<file path="src/rtl/msrv32_wr_en_ctrl.sv">
// msrv32_wr_en_ctrl: qualifies per-channel register-file write enables
// against flush/stall and a post-flush shadow window, and counts commits.
module msrv32_wr_en_ctrl #(
    parameter int NUM_CH = 2,
    parameter int ADDR_W = 5,
    parameter int SHADOW = 1,
    parameter int CNT_W  = 16
) (
    input  logic                      ms_riscv32_mp_clk_in,
    input  logic                      ms_riscv32_mp_rst_n_in,
    input  logic                      flush_in,
    input  logic                      stall_in,
    input  logic [NUM_CH-1:0]         wr_en_reg_in,
    input  logic [NUM_CH*ADDR_W-1:0]  wr_addr_in,
    output logic [NUM_CH-1:0]         wr_en_out,
    output logic [NUM_CH*ADDR_W-1:0]  wr_addr_out,
    output logic                      shadow_active_out,
    output logic [NUM_CH*CNT_W-1:0]   commit_cnt_out
);

    typedef enum logic {
        ST_RUN,
        ST_SHADOW
    } state_t;

    localparam logic [3:0] SHADOW_LD = 4'(SHADOW);

    state_t              state_q;
    state_t              state_d;
    logic [3:0]          shadow_cnt_q;
    logic [3:0]          shadow_cnt_d;
    logic [NUM_CH-1:0]   qual_en;

    // A write may only commit in RUN with no flush or stall this cycle.
    always_comb begin
        qual_en = wr_en_reg_in
                & {NUM_CH{~flush_in & ~stall_in & (state_q == ST_RUN)}};
    end

    // Shadow window sequencing; a flush restarts the window from the top.
    always_comb begin
        state_d      = state_q;
        shadow_cnt_d = shadow_cnt_q;
        unique case (state_q)
            ST_RUN: begin
                if (flush_in && (SHADOW > 0)) begin
                    state_d      = ST_SHADOW;
                    shadow_cnt_d = SHADOW_LD;
                end
            end
            ST_SHADOW: begin
                if (flush_in) begin
                    shadow_cnt_d = SHADOW_LD;
                end else if (shadow_cnt_q == 4'd1) begin
                    state_d      = ST_RUN;
                    shadow_cnt_d = 4'd0;
                end else begin
                    shadow_cnt_d = shadow_cnt_q - 4'd1;
                end
            end
            default: begin
                state_d      = ST_RUN;
                shadow_cnt_d = 4'd0;
            end
        endcase
    end

    // FSM state, shadow counter and registered shadow indicator.
    always_ff @(posedge ms_riscv32_mp_clk_in or negedge ms_riscv32_mp_rst_n_in) begin
        if (!ms_riscv32_mp_rst_n_in) begin
            state_q           <= ST_RUN;
            shadow_cnt_q      <= 4'd0;
            shadow_active_out <= 1'b0;
        end else begin
            state_q           <= state_d;
            shadow_cnt_q      <= shadow_cnt_d;
            shadow_active_out <= (state_d == ST_SHADOW);
        end
    end

    // Enables register every cycle; addresses and counters move only on commit.
    always_ff @(posedge ms_riscv32_mp_clk_in or negedge ms_riscv32_mp_rst_n_in) begin
        if (!ms_riscv32_mp_rst_n_in) begin
            wr_en_out      <= '0;
            wr_addr_out    <= '0;
            commit_cnt_out <= '0;
        end else begin
            wr_en_out <= qual_en;
            for (int i = 0; i < NUM_CH; i++) begin
                if (qual_en[i]) begin
                    wr_addr_out[i*ADDR_W +: ADDR_W] <=
                        wr_addr_in[i*ADDR_W +: ADDR_W];
                    commit_cnt_out[i*CNT_W +: CNT_W] <=
                        commit_cnt_out[i*CNT_W +: CNT_W] + CNT_W'(1);
                end
            end
        end
    end

endmodule

</file>
<file path="config.mk">
export PLATFORM = sky130hd
export DESIGN_NAME = msrv32_wr_en_ctrl
export DESIGN_NICKNAME = d
export VERILOG_FILES = /design/src/rtl/msrv32_wr_en_ctrl.sv
export SDC_FILE = /design/constraint.sdc
export NUM_CORES = 1
export LEC_CHECK = 0
export CORE_ASPECT_RATIO = 0.8
export CORE_MARGIN = 2
export CORE_UTILIZATION = 25
export DETAILED_ROUTE_END_ITERATION = 7
export DONT_BUFFER_PORTS = 1
export HOLD_SLACK_MARGIN = 0.06
export SLEW_MARGIN = 40
export SYNTH_ARGS = -nofsm -noshare
export SYNTH_HDL_FRONTEND = slang
export SYNTH_SLANG_ARGS = --single-unit
</file>
<file path="constraint.sdc">
create_clock -name ms_riscv32_mp_clk_in -period 2.6 [get_ports ms_riscv32_mp_clk_in]
set_input_delay 0.39 -clock ms_riscv32_mp_clk_in [delete_from_list [all_inputs] [get_ports ms_riscv32_mp_clk_in]]
set_output_delay 0.39 -clock ms_riscv32_mp_clk_in [all_outputs]
set_load 0.05 [all_outputs]
</file>
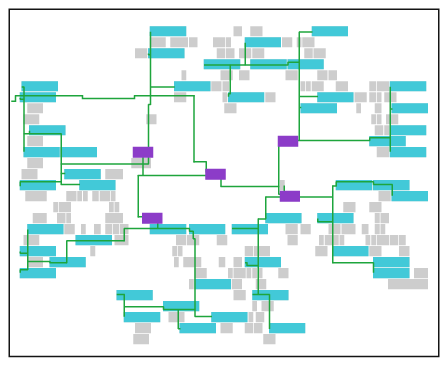
*Routed clock nets over the placement*
[purple] clock-net drivers | count: 5
[cyan] flip-flops | count: 49
[green] clock wires | length: 619 um
flops lie: all over the die
worst skew pair latency: 0.29 ns
worst clock skew: 0.00338 ns

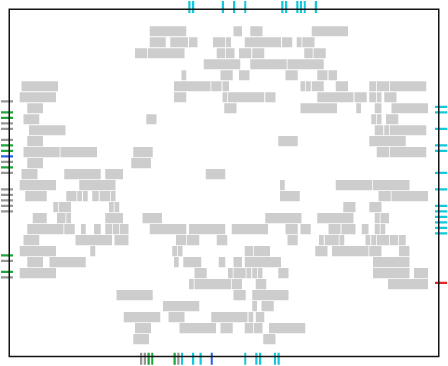
*Ports around the boundary*
Pins as bars across the die edge, other pins in grey.
| colour | port | pins | direction | edge |
|---|---|---|---|---|
| blue | `wr_en_out` | 2 | output | 1 left, 1 bottom |
| green | `wr_addr_out` | 10 | output | 7 left, 3 bottom |
| cyan | `commit_cnt_out` | 32 | output | 13 right, 11 top, 8 bottom |
| red | `ms_riscv32_mp_rst_n_in` | 1 | input | right |
vertical die dimension: 85.5 um
# port buffers: 0
chip width: 106 um

==> notes.md <==
Update from the flow run.

The hold buffer count at CTS is 2. The max capacitance violation total is 0. The proportion of register bits with asynchronous set or reset after synthesis is 1.00.

The netlist area before placement is 0.00208 mm^2. 0 antenna diodes ended up in the layout. The synthesized area divided by synthesized cell count is 12.1 um^2. After detailed routing, the total wire length is 3840 um.

In this run the worst hold path is classified as in2reg. The post-route standard cell area excluding fillers is 0.00244 mm^2. The post-synth count of flops with an enable pin is 0.

Entering global routing, the biggest net connects 50 pins. Per the synth stats, the flop cell with the highest instance count is sky130_fd_sc_hd__dfrtp_1. The hold path startpoint is flush_in.

Dividing the detail-routed wire length by the instance count gives 12.7 um. The final power report lists total power as 2.30 mW. In this run, placement finished with an instance count of 293. The switching share of power is 0.427.

For this run the aggregate overflow at the end of global routing stands at 0. The sequential power reported by the tool is 1.36 mW. The power density over the cells is 940 mW/mm^2. Nets still carrying antenna violations after routing amount to 0. The post-layout minimum cycle time is 2.09 ns. Setup repair after global routing left no endpoint under its margin. The number of register bits inferred by synthesis is 49. The number of cells in Yosys stat is 172. The via count of the first global-routing pass came to 1,363. The number of placed I/O pins is 61. The register with the most flip-flops in the layout has 32 of them. STA lists the maximum fanout along the critical path as 7. The clock tree from TritonCTS is done. The last weighted congestion value of the routability-driven placer is 0.762. The final net count is 214. The first-pass GRT wire length is 6620 um. Clock tree synthesis selected as its root buffer the cell sky130_fd_sc_hd__clkbuf_8.

The clock edge transition at the registers on the reported setup and hold paths is 0.08 ns. The cell-mix breakdown from Yosys lists the simple-gate area share as 0.169. Summed over all combinational cells, the power is 497 uW.

The flow ran to the end, and the final reports show no timing, DRC or antenna violations. Per the detail_route report, the via count comes to 1,315. The number of pins exceeding their max-slew limit in the final report is 0. The worst flop-to-flop path endpoint is commit_cnt_out[28].

The part of the power in registers is 0.591. In the global route stage, overall resource usage came out at 0.0915. The power report attributes to the combinational group a share of 0.216. The tally of non-filler cells in the final layout is 302. The worst setup path is captured at a flip-flop. STA classifies the critical path startpoint as a flip-flop. The largest register by flop count is commit_cnt_out. The largest registers in the layout are commit_cnt_out: 32 flops, wr_addr_out: 10 flops, shadow_cnt_q: 4 flops.
[final cells by class]
type	instances	area, um^2	share of cell area
clock buffers	7	86.3	0.0353
multi-input cells	115	825	0.337
repair buffers	17	150	0.0614
flip-flops and latches	49	1230	0.502
well taps	108	135	0.0553
inverters	6	22.5	0.00921
[worst max-delay path by stage]
stage | end | slack, ns | start | cells after the start
finish | commit_cnt_out[28] | 0.51 | state_q | 4
global route | commit_cnt_out[30] | 0.42 | state_q | 4
CTS | commit_cnt_out[28] | 0.50 | state_q | 4
detailed placement | commit_cnt_out[28] | 0.48 | flush_in | 4
global placement | commit_cnt_out[28] | 0.49 | flush_in | 4
floorplan | commit_cnt_out[28] | 0.34 | state_q | 5
[cells in the mapped netlist (3+ instances only)]
library cell | n | area share
sky130_fd_sc_hd__and4_1 | 3 | 0.013
sky130_fd_sc_hd__dfrtp_1 | 49 | 0.59
sky130_fd_sc_hd__ha_1 | 4 | 0.024
sky130_fd_sc_hd__inv_1 | 5 | 0.0090
sky130_fd_sc_hd__mux2_2 | 11 | 0.060
sky130_fd_sc_hd__nand2_1 | 18 | 0.033
sky130_fd_sc_hd__nand3_1 | 7 | 0.017
sky130_fd_sc_hd__nand4_1 | 8 | 0.024
sky130_fd_sc_hd__nor2_1 | 13 | 0.024
sky130_fd_sc_hd__xnor2_1 | 20 | 0.084
sky130_fd_sc_hd__xor2_1 | 10 | 0.042
[metal layers]
| metal | GRT usage | vias up | share of wire |
|---|---|---|---|
| li1 | - | 629 | - |
| met1 | 0.122 | 639 | 0.47 |
| met2 | 0.136 | 43 | 0.44 |
| met3 | 0.0372 | 4 | 0.079 |
| met4 | 0.0287 | 0 | 0.0068 |
| met5 | 0 | - | 0 |
Power is estimated from default activity; no workload was simulated.
